Run 1, clock routing:
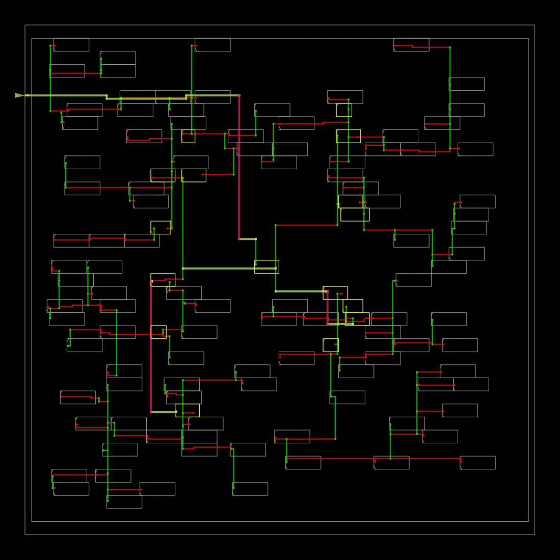
Run 1, clock distribution:
Scale: 6 px per µm.
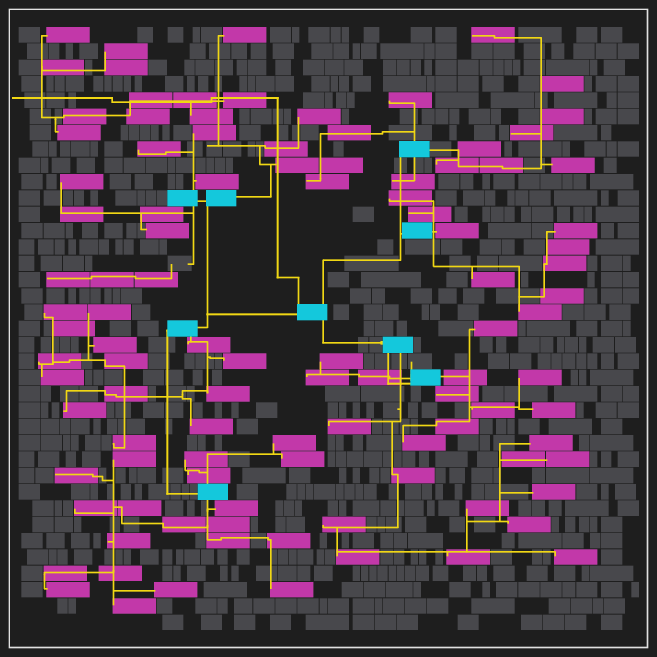
Run 1, placed cells, one color a class:
Scale: 4 px per µm. Fill, decap, tap and diode cells in gray.
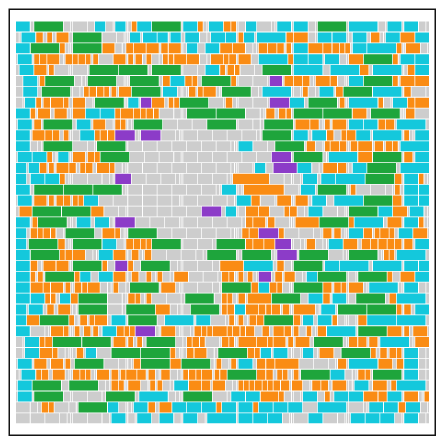
$ cat config.mk
export PLATFORM = sky130hd
export DESIGN_NAME = trap_ctrl
export DESIGN_NICKNAME = d
export VERILOG_FILES = /design/src/rtl/trap_ctrl.sv
export SDC_FILE = /design/constraint.sdc
export NUM_CORES = 1
export LEC_CHECK = 0
export ABC_AREA = 0
export ABC_CLOCK_PERIOD_IN_PS = 4100
export CORE_MARGIN = 1
export CORE_UTILIZATION = 46
export CTS_CLUSTER_DIAMETER = 50
export DETAILED_ROUTE_END_ITERATION = 12
export GPL_ROUTABILITY_DRIVEN = 0
export PLACE_DENSITY = 0.93
export SLEW_MARGIN = 20
export SYNTH_ARGS = -nofsm -noshare
export SYNTH_HDL_FRONTEND = slang
export SYNTH_SLANG_ARGS = --single-unit
$ cat constraint.sdc
create_clock -name clk -period 4.1 [get_ports clk]
set_clock_uncertainty 0.2 [all_clocks]
set_input_delay 0.82 -clock clk [delete_from_list [all_inputs] [get_ports clk]]
set_output_delay 0.82 -clock clk [all_outputs]
set_load 0.05 [all_outputs]
$ cat src/rtl/trap_ctrl.sv
// trap_ctrl: trap/interrupt sequencer in front of the CSR file.
// On an exception or enabled interrupt it stalls the core, writes
// mepc/mcause/mtval/mstatus one per cycle, then jumps to mtvec.
// On mret it restores mstatus and jumps to mepc.
// Optional feature: define TRAP_VECTORED_EN for vectored interrupt entry
// (mtvec[1:0]==2'b01 -> base + 4*cause for interrupts).

`ifndef CSR_MSTATUS
`define CSR_MSTATUS 12'h300
`endif
`ifndef CSR_MTVEC
`define CSR_MTVEC   12'h305
`endif
`ifndef CSR_MEPC
`define CSR_MEPC    12'h341
`endif
`ifndef CSR_MCAUSE
`define CSR_MCAUSE  12'h342
`endif
`ifndef CSR_MTVAL
`define CSR_MTVAL   12'h343
`endif

module trap_ctrl #(
    parameter logic [31:0] RESET_VEC = 32'h0
) (
    input  logic        clk,
    input  logic        rst,
    input  logic        inst_valid_i,
    input  logic [31:0] inst_pc_i,
    input  logic [31:0] inst_i,
    input  logic        ecall_i,
    input  logic        ebreak_i,
    input  logic        illegal_i,
    input  logic        mret_i,
    input  logic        ex_trap_i,
    input  logic        soft_trap_i,
    input  logic        tcmp_trap_i,
    input  logic        mstatus_mie_i,
    input  logic [31:0] mepc_i,
    output logic        trap_csr_we_o,
    output logic [11:0] trap_csr_addr_o,
    output logic [31:0] trap_csr_wdata_o,
    input  logic [31:0] trap_csr_rdata_i,
    output logic        hold_o,
    output logic        jump_o,
    output logic [31:0] jump_addr_o,
    output logic        busy_o
);

    typedef enum logic [2:0] {
        IDLE,
        W_MEPC,
        W_MCAUSE,
        W_MTVAL,
        W_MSTATUS,
        JUMP_TVEC,
        R_MSTATUS,
        JUMP_EPC
    } state_t;

    state_t      r_state;
    state_t      w_next;

    logic        w_exc_illegal;
    logic        w_exc_ecall;
    logic        w_exc_ebreak;
    logic        w_mret;
    logic        w_int_ext;
    logic        w_int_soft;
    logic        w_int_tcmp;
    logic        w_exc;
    logic        w_int;
    logic        w_idle;
    logic        w_req;
    logic [31:0] w_cause;
    logic [31:0] w_mtval;
    logic [31:0] w_tvec_base;
    logic [31:0] w_target;

    logic [31:0] r_cause;
    logic [31:0] r_pc;
    logic [31:0] r_mtval;
    logic [31:0] r_jump_addr;

    assign w_exc_illegal = inst_valid_i & illegal_i;
    assign w_exc_ecall   = inst_valid_i & ecall_i;
    assign w_exc_ebreak  = inst_valid_i & ebreak_i;
    assign w_mret        = inst_valid_i & mret_i;
    assign w_int_ext     = inst_valid_i & mstatus_mie_i & ex_trap_i;
    assign w_int_soft    = inst_valid_i & mstatus_mie_i & soft_trap_i;
    assign w_int_tcmp    = inst_valid_i & mstatus_mie_i & tcmp_trap_i;

    assign w_exc  = w_exc_illegal | w_exc_ecall | w_exc_ebreak;
    assign w_int  = w_int_ext | w_int_soft | w_int_tcmp;
    assign w_idle = (r_state == IDLE);
    assign w_req  = w_idle & (w_exc | w_mret | w_int);

    assign busy_o      = ~w_idle;
    assign hold_o      = busy_o | w_req;
    assign jump_addr_o = jump_o ? w_target : r_jump_addr;

    // Prioritised cause / trap value for the request seen in IDLE
    always_comb begin
        w_cause = '0;
        w_mtval = '0;
        if (w_exc_illegal) begin
            w_cause = 32'd2;
            w_mtval = inst_i;
        end else if (w_exc_ecall) begin
            w_cause = 32'd11;
        end else if (w_exc_ebreak) begin
            w_cause = 32'd3;
            w_mtval = inst_pc_i;
        end else if (w_int_ext) begin
            w_cause = 32'h8000_000B;
        end else if (w_int_soft) begin
            w_cause = 32'h8000_0003;
        end else if (w_int_tcmp) begin
            w_cause = 32'h8000_0007;
        end
    end

    // State register
    always_ff @(posedge clk) begin
        if (rst) begin
            r_state <= IDLE;
        end else begin
            r_state <= w_next;
        end
    end

    // Latch cause, pc and trap value when a request is accepted
    always_ff @(posedge clk) begin
        if (rst) begin
            r_cause <= '0;
            r_pc    <= '0;
            r_mtval <= '0;
        end else if (w_req) begin
            r_cause <= w_cause;
            r_pc    <= inst_pc_i;
            r_mtval <= w_mtval;
        end
    end

    // Last redirect target, held between jumps
    always_ff @(posedge clk) begin
        if (rst) begin
            r_jump_addr <= RESET_VEC;
        end else if (jump_o) begin
            r_jump_addr <= w_target;
        end
    end

    // Next-state logic; mret outranks interrupts but not exceptions
    always_comb begin
        w_next = r_state;
        case (r_state)
            IDLE: begin
                if (w_exc) begin
                    w_next = W_MEPC;
                end else if (w_mret) begin
                    w_next = R_MSTATUS;
                end else if (w_int) begin
                    w_next = W_MEPC;
                end
            end
            W_MEPC:    w_next = W_MCAUSE;
            W_MCAUSE:  w_next = W_MTVAL;
            W_MTVAL:   w_next = W_MSTATUS;
            W_MSTATUS: w_next = JUMP_TVEC;
            JUMP_TVEC: w_next = IDLE;
            R_MSTATUS: w_next = JUMP_EPC;
            JUMP_EPC:  w_next = IDLE;
            default:   w_next = IDLE;
        endcase
    end

    // CSR channel and jump strobe per state
    always_comb begin
        trap_csr_we_o    = 1'b0;
        trap_csr_addr_o  = '0;
        trap_csr_wdata_o = '0;
        jump_o           = 1'b0;
        case (r_state)
            W_MEPC: begin
                trap_csr_we_o    = 1'b1;
                trap_csr_addr_o  = `CSR_MEPC;
                trap_csr_wdata_o = r_pc;
            end
            W_MCAUSE: begin
                trap_csr_we_o    = 1'b1;
                trap_csr_addr_o  = `CSR_MCAUSE;
                trap_csr_wdata_o = r_cause;
            end
            W_MTVAL: begin
                trap_csr_we_o    = 1'b1;
                trap_csr_addr_o  = `CSR_MTVAL;
                trap_csr_wdata_o = r_mtval;
            end
            W_MSTATUS: begin
                trap_csr_we_o       = 1'b1;
                trap_csr_addr_o     = `CSR_MSTATUS;
                trap_csr_wdata_o[7] = trap_csr_rdata_i[3];
            end
            JUMP_TVEC: begin
                trap_csr_addr_o = `CSR_MTVEC;
                jump_o          = 1'b1;
            end
            R_MSTATUS: begin
                trap_csr_we_o       = 1'b1;
                trap_csr_addr_o     = `CSR_MSTATUS;
                trap_csr_wdata_o[7] = 1'b1;
                trap_csr_wdata_o[3] = trap_csr_rdata_i[7];
            end
            JUMP_EPC: begin
                jump_o = 1'b1;
            end
            default: begin
            end
        endcase
    end

    // Redirect target: mtvec base (optionally vectored) or mepc
    always_comb begin
        w_tvec_base = {trap_csr_rdata_i[31:2], 2'b00};
        w_target    = w_tvec_base;
`ifdef TRAP_VECTORED_EN
        if (trap_csr_rdata_i[1:0] == 2'b01 && r_cause[31]) begin
            w_target = w_tvec_base + {25'b0, r_cause[4:0], 2'b00};
        end
`endif
        if (r_state == JUMP_EPC) begin
            w_target = mepc_i;
        end
    end

endmodule
==> run notes, run 1 <==
Figures from the implementation reports.

- The transition at the pin with the smallest max-transition slack reads between 1 and 1.5 ns.
- The die span in y reads 106 µm.
- The number of top-level pins is 219.
- The signal on the critical path passes through ha_2, buf_4, nor2_1, a21oi_1, buf_12.
- The number of setup buffers added after CTS reads 0.
- The chip area line of the yosys report is 4990 µm².
- The final setup TNS is 0 ns.
- The number of vias per cell is roughly 5.6.
- The fraction of power consumed by sequential logic reads 39.8%.
- The worst-path maximum fanout is 63.
- The kind of path behind the tightest hold check is flop to flop.
- The width of the die is 106 µm.
- The portion of the post-synthesis area used by sequential elements is 41.7%.
- The flow ran to the end, and the final reports show no timing, DRC or antenna violations.
- The power density relative to cell area is a little over 400 nW/µm².
- After floorplanning, the die was sized to cover about 11,000 µm².
- The final max-slew violation count recorded for this run is 0.
- The post-synth count of flops with an enable pin is 0.
- The worst min-delay path endpoint reads r_pc[23]$_SDFFE_PP0P_.
- The maximum clock insertion buffer count reads 2.
- In this run the clock root is driven by a clkbuf_8.
- Setup slack on the worst reg-to-reg path comes out at 1.37 ns.
- The fraction of final layout cells sized beyond drive strength 1 is 12.0%.
- For this run, the post-layout net count is 918.
- The number of distinct library cell variants in the gate-level netlist after synthesis is approximately 42.
- After synthesis, the mean cell area works out to about 8.3 µm².
- Per the cell usage report, the commonest logic cells after layout are clkdlybuf4s50_1 (150), dfxtp_1 (104), nor2_1 (79), a21oi_1 (77), nand2_1 (74).
- The clock transition at the registers of the reported paths is 0.11 ns.
About 'clock routing':
P_clk: 0.626 mW
total CTS buffers: 9
registers: 104
Late-Pin Clk Latency: 0.35 ns

About 'clock distribution':
Yellow marks clock wires, length 1,120 µm. Magenta marks flip-flops, count 104. Cyan marks clock-net drivers, count 9.
There are 10 routed clock nets. Position of the flops: all over the die.

About 'placed cells, one color a class':
Orange marks remaining logic cells, cells 443. Green marks registers, cells 104. Cyan marks remaining buffers and delay cells, cells 218. Purple marks clock drivers and dummy loads, cells 16.

-- run 1: critical path, delay by kind of cell, from the launching register on --
family,cells,cell delay (ns)
AND-OR/OR-AND,1,0.31
adder cells (fa/ha/maj),1,0.41
buffers and inverters,2,0.69
flip-flops,1,0.86
AND/OR/NAND/NOR,1,0.15
-- run 1: Yosys cell counts (all sizes together), types with 2 or more instances --
library cell / count
and2: 2
nand3: 3
clkbuf: 22
ha: 3
a21oi: 78
mux2i: 35
dfxtp: 104
a22o: 23
inv: 5
nor3: 35
nor2: 79
or3: 2
nand2: 74
a22oi: 4
nand2b: 2
o21ai: 6
buf: 40
nor2b: 37
a221oi: 32
nand3b: 2
o22ai: 2
-- run 1: stage by stage --
step	utilization (%)	total power, mW	cell area [µm²]
floorplan	-	2.06	5010
global placement	70.1	2.46	7310
detailed placement	70.1	2.51	7310
CTS	72.0	3.13	7500
global route	72.0	3.28	7500
finish	72.0	3.12	7500
-- run 1: cells by family (layout without fill, tap and decap cells) --
kind of cell | Yosys count | in the layout | share of synthesized area (%)
flops | 104 | 104 | 41.7
buf+inv | 67 | 239 | 7.07
mux | 35 | 35 | 7.02
simple gates | 241 | 241 | 22.4
fa+ha+maj | 3 | 3 | 0.753
compound gates | 153 | 153 | 20.9
other cells | 1 | 6 | 0.0752
-- run 1: cell type report --
class	instances	area, µm²
fillers	740	2910
multi-input cells	438	2600
repair buffers	218	2440
well taps	136	170
clock buffers	9	124
clock inverters	7	72.6
inverters	5	18.8
flip-flops and latches	104	2080
-- run 1: power by group through the flow --
| stage | combinational (mW) | clock (mW) | sequential (mW) |
|---|---|---|---|
| 3_5_place_dp | 1.25 | 0 | 1.26 |
| 6_report | 1.25 | 0.626 | 1.24 |
| 2_1_floorplan | 0.840 | 0 | 1.22 |
| 3_3_place_gp | 1.21 | 0 | 1.25 |
| 4_1_cts | 1.25 | 0.641 | 1.24 |
| 5_1_grt | 1.34 | 0.685 | 1.26 |
-- run 1: flip-flops by register name, indices dropped and copies added (netlist names) --
| name | flops |
|---|---|
| r_mtval | 32 |
| r_state | 3 |
| r_pc | 32 |
| r_jump_addr | 32 |
| r_cause | 5 |
-- run 1: metal layers --
| metal | up-vias | track usage, % |
|---|---|---|
| met4 | 0 | 9.62 |
| li1 | 2442 | - |
| met1 | 2410 | 30.9 |
| met5 | - | 0 |
| met3 | 20 | 6.44 |
| met2 | 254 | 47.3 |
-- run 1: worst max-delay path by stage --
stage / to / cells past startpoint / slack (ns) / from
3_3_place_gp: trap_csr_wdata_o[7] / 6 / 0.58 / trap_csr_rdata_i[3]
4_1_cts: jump_addr_o[10] / 5 / 0.27 / r_state[2]$_SDFFE_PP0P_
6_report: jump_addr_o[18] / 5 / 0.27 / r_state[2]$_SDFFE_PP0P_
2_1_floorplan: trap_csr_wdata_o[4] / 6 / 0.65 / r_state[1]$_SDFFE_PP0P_
3_5_place_dp: trap_csr_wdata_o[3] / 6 / 0.59 / trap_csr_rdata_i[7]
5_1_grt: jump_addr_o[16] / 5 / 0.07 / r_state[2]$_SDFFE_PP0P_
==> inputs of run 2 (changes only) <==
CTS_CLUSTER_SIZE = 14   (was default)
Run 2, clock distribution:
Scale: 6 px per µm.
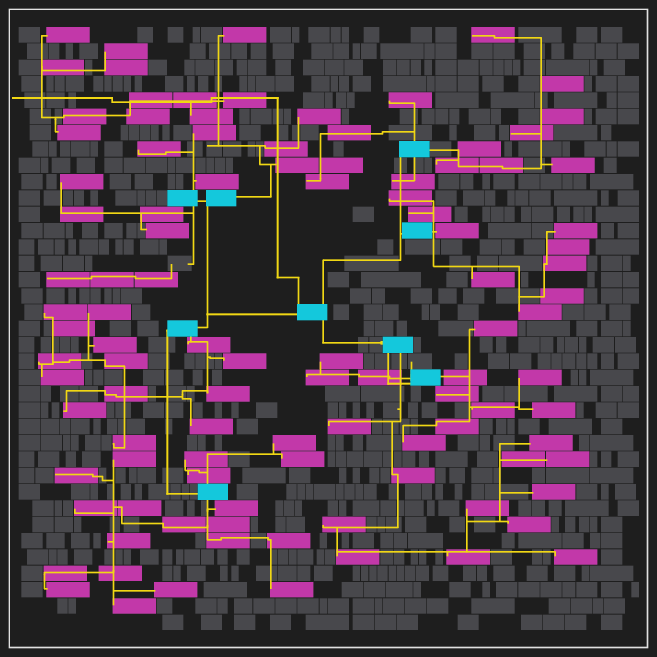
Cyan marks clock-net drivers, count 9. Magenta marks flip-flops, count 104. Yellow marks clock wires, length 1,120 µm.
Position of the flops: all over the die. There are 10 routed clock nets.

==> run 2 against run 1 <==
Net effect: global-route usage is the same; power unchanged; clock power is essentially flat; largest cell class unchanged; flip-flop count stayed put; setup slack unchanged.
==> run notes, run 2 <==
Figures from the implementation reports.

- The min-delay analysis places its worst path in the category flop to flop.
- For reference, the critical path is launched at r_state[2]$_SDFFE_PP0P_.
- The width of the die was 106 µm (unchanged).
- The transition at the pin with the smallest max-transition slack reads 1.06 ns (unchanged).
- The top cell type by instance count after synthesis reads dfxtp_1.
- The number of enable-type register cells in the synthesized netlist reads 0 (unchanged).
- The overall power is 3.12 mW (unchanged).
- The number of distinct library cell variants in the gate-level netlist after synthesis reads 42 (unchanged).
- The count of nets after finishing was 918 (unchanged).
- The total die size reads 11,300 µm² (unchanged).
- The clock transition at the registers of the reported paths reads 0.11 ns (about the same).
- The root buffer selected by CTS reads clkbuf_8.
- The die span in y reads 106 µm (unchanged).
- The registers reported with the highest flop counts are r_jump_addr: 32 flops, r_mtval: 32 flops, r_pc: 32 flops.
- The mean area per synthesized cell is 8.26 µm² (unchanged).
- The number of vias per cell reads 5.59 (unchanged).
- The number of setup buffers added after CTS is 0 (unchanged).
- The clock latency of the later-clocked register in the worst-skew pair reads 0.35 ns (about the same).
- The chip area line of the yosys report reads 4990 µm² (unchanged).
- Walking the worst path, the cells encountered are ha_2, buf_4, nor2_1, a21oi_1, buf_12.
- The flow ran to the end, and the final reports show no timing, DRC or antenna violations.
- The final setup TNS reads 0 ns (unchanged).
- The power density relative to cell area reads 416 nW/µm² (unchanged).
Run 2, cell density map:
Scale: 2 px per µm. 11 x 11 tiles, from black (low) to pale yellow (high), 0 to 100% covered.
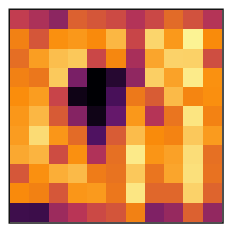
The fullest tile reaches 97%. 1.7% of the tiles are nearly empty. 40% of the tiles are over 75% full. The emptiest ninth of the die: center.

run 2: cell counts in the layout (fill, tap and decap cells not counted):
Identical to the previous run, type by type.
run 2: metal layers:
layer / vias up / routed length [µm] / global-route usage [%]
met1: 2410 / 5980 / 30.9
met3: 20 / 1240 / 6.44
met4: 0 / 255 / 9.62
met2: 254 / 7840 / 47.3
met5: - / 0 / 0
li1: 2442 / - / -
run 2: final cells by class:
cell class / instances / area (µm²) / share of cell area [%]
Clock buffer: 9 / 124 / 1.65
Clock inverter: 7 / 72.6 / 0.967
Inverter: 5 / 18.8 / 0.250
Multi-Input combinational cell: 438 / 2600 / 34.6
Sequential cell: 104 / 2080 / 27.8
Tap cell: 136 / 170 / 2.27
Timing Repair Buffer: 218 / 2440 / 32.5
run 2: logic make-up (layout without fill, tap and decap cells):
logic type	after synthesis	in the layout	share of synthesized area, %
buf+inv	67	239	7.07
simple gates	241	241	22.4
flops	104	104	41.7
mux	35	35	7.02
fa+ha+maj	3	3	0.753
other cells	1	6	0.0752
compound gates	153	153	20.9
run 2: through the flow:
stage | std cells | setup slack [ns] | instance area [µm²]
after floorplan | 609 | 0.647 | 5010
after global placement | 901 | 0.575 | 7310
after detailed placement | 901 | 0.588 | 7310
final | 917 | 0.270 | 7500
after CTS | 917 | 0.266 | 7500
after global routing | 917 | 0.0685 | 7500
run 2: report_power, final:
part | internal, mW | switching, mW | total (mW)
registers | 1.15 | 0.0959 | 1.24
logic | 0.505 | 0.745 | 1.25
clock network | 0.240 | 0.386 | 0.626
total | 1.89 | 1.23 | 3.12
run 2: worst min-delay path by stage:
stage	to	slack, ns	depth (start not counted)
finish	r_pc[23]$_SDFFE_PP0P_	0.26	2
detailed placement	r_pc[22]$_SDFFE_PP0P_	0.25	2
global route	r_pc[30]$_SDFFE_PP0P_	0.29	2
CTS	r_pc[22]$_SDFFE_PP0P_	0.26	2
global placement	r_pc[13]$_SDFFE_PP0P_	0.24	2
floorplan	r_cause[0]$_SDFFE_PP0P_	0.23	2
run 2: critical path, delay by kind of cell, from the launching register on:
| family | cells | cell delay [ns] |
|---|---|---|
| fa+ha+maj | 1 | 0.41 |
| flops | 1 | 0.86 |
| buf+inv | 2 | 0.69 |
| compound gates | 1 | 0.31 |
| simple gates | 1 | 0.15 |
No activity file was given, so power comes from the tool's default toggle rates.
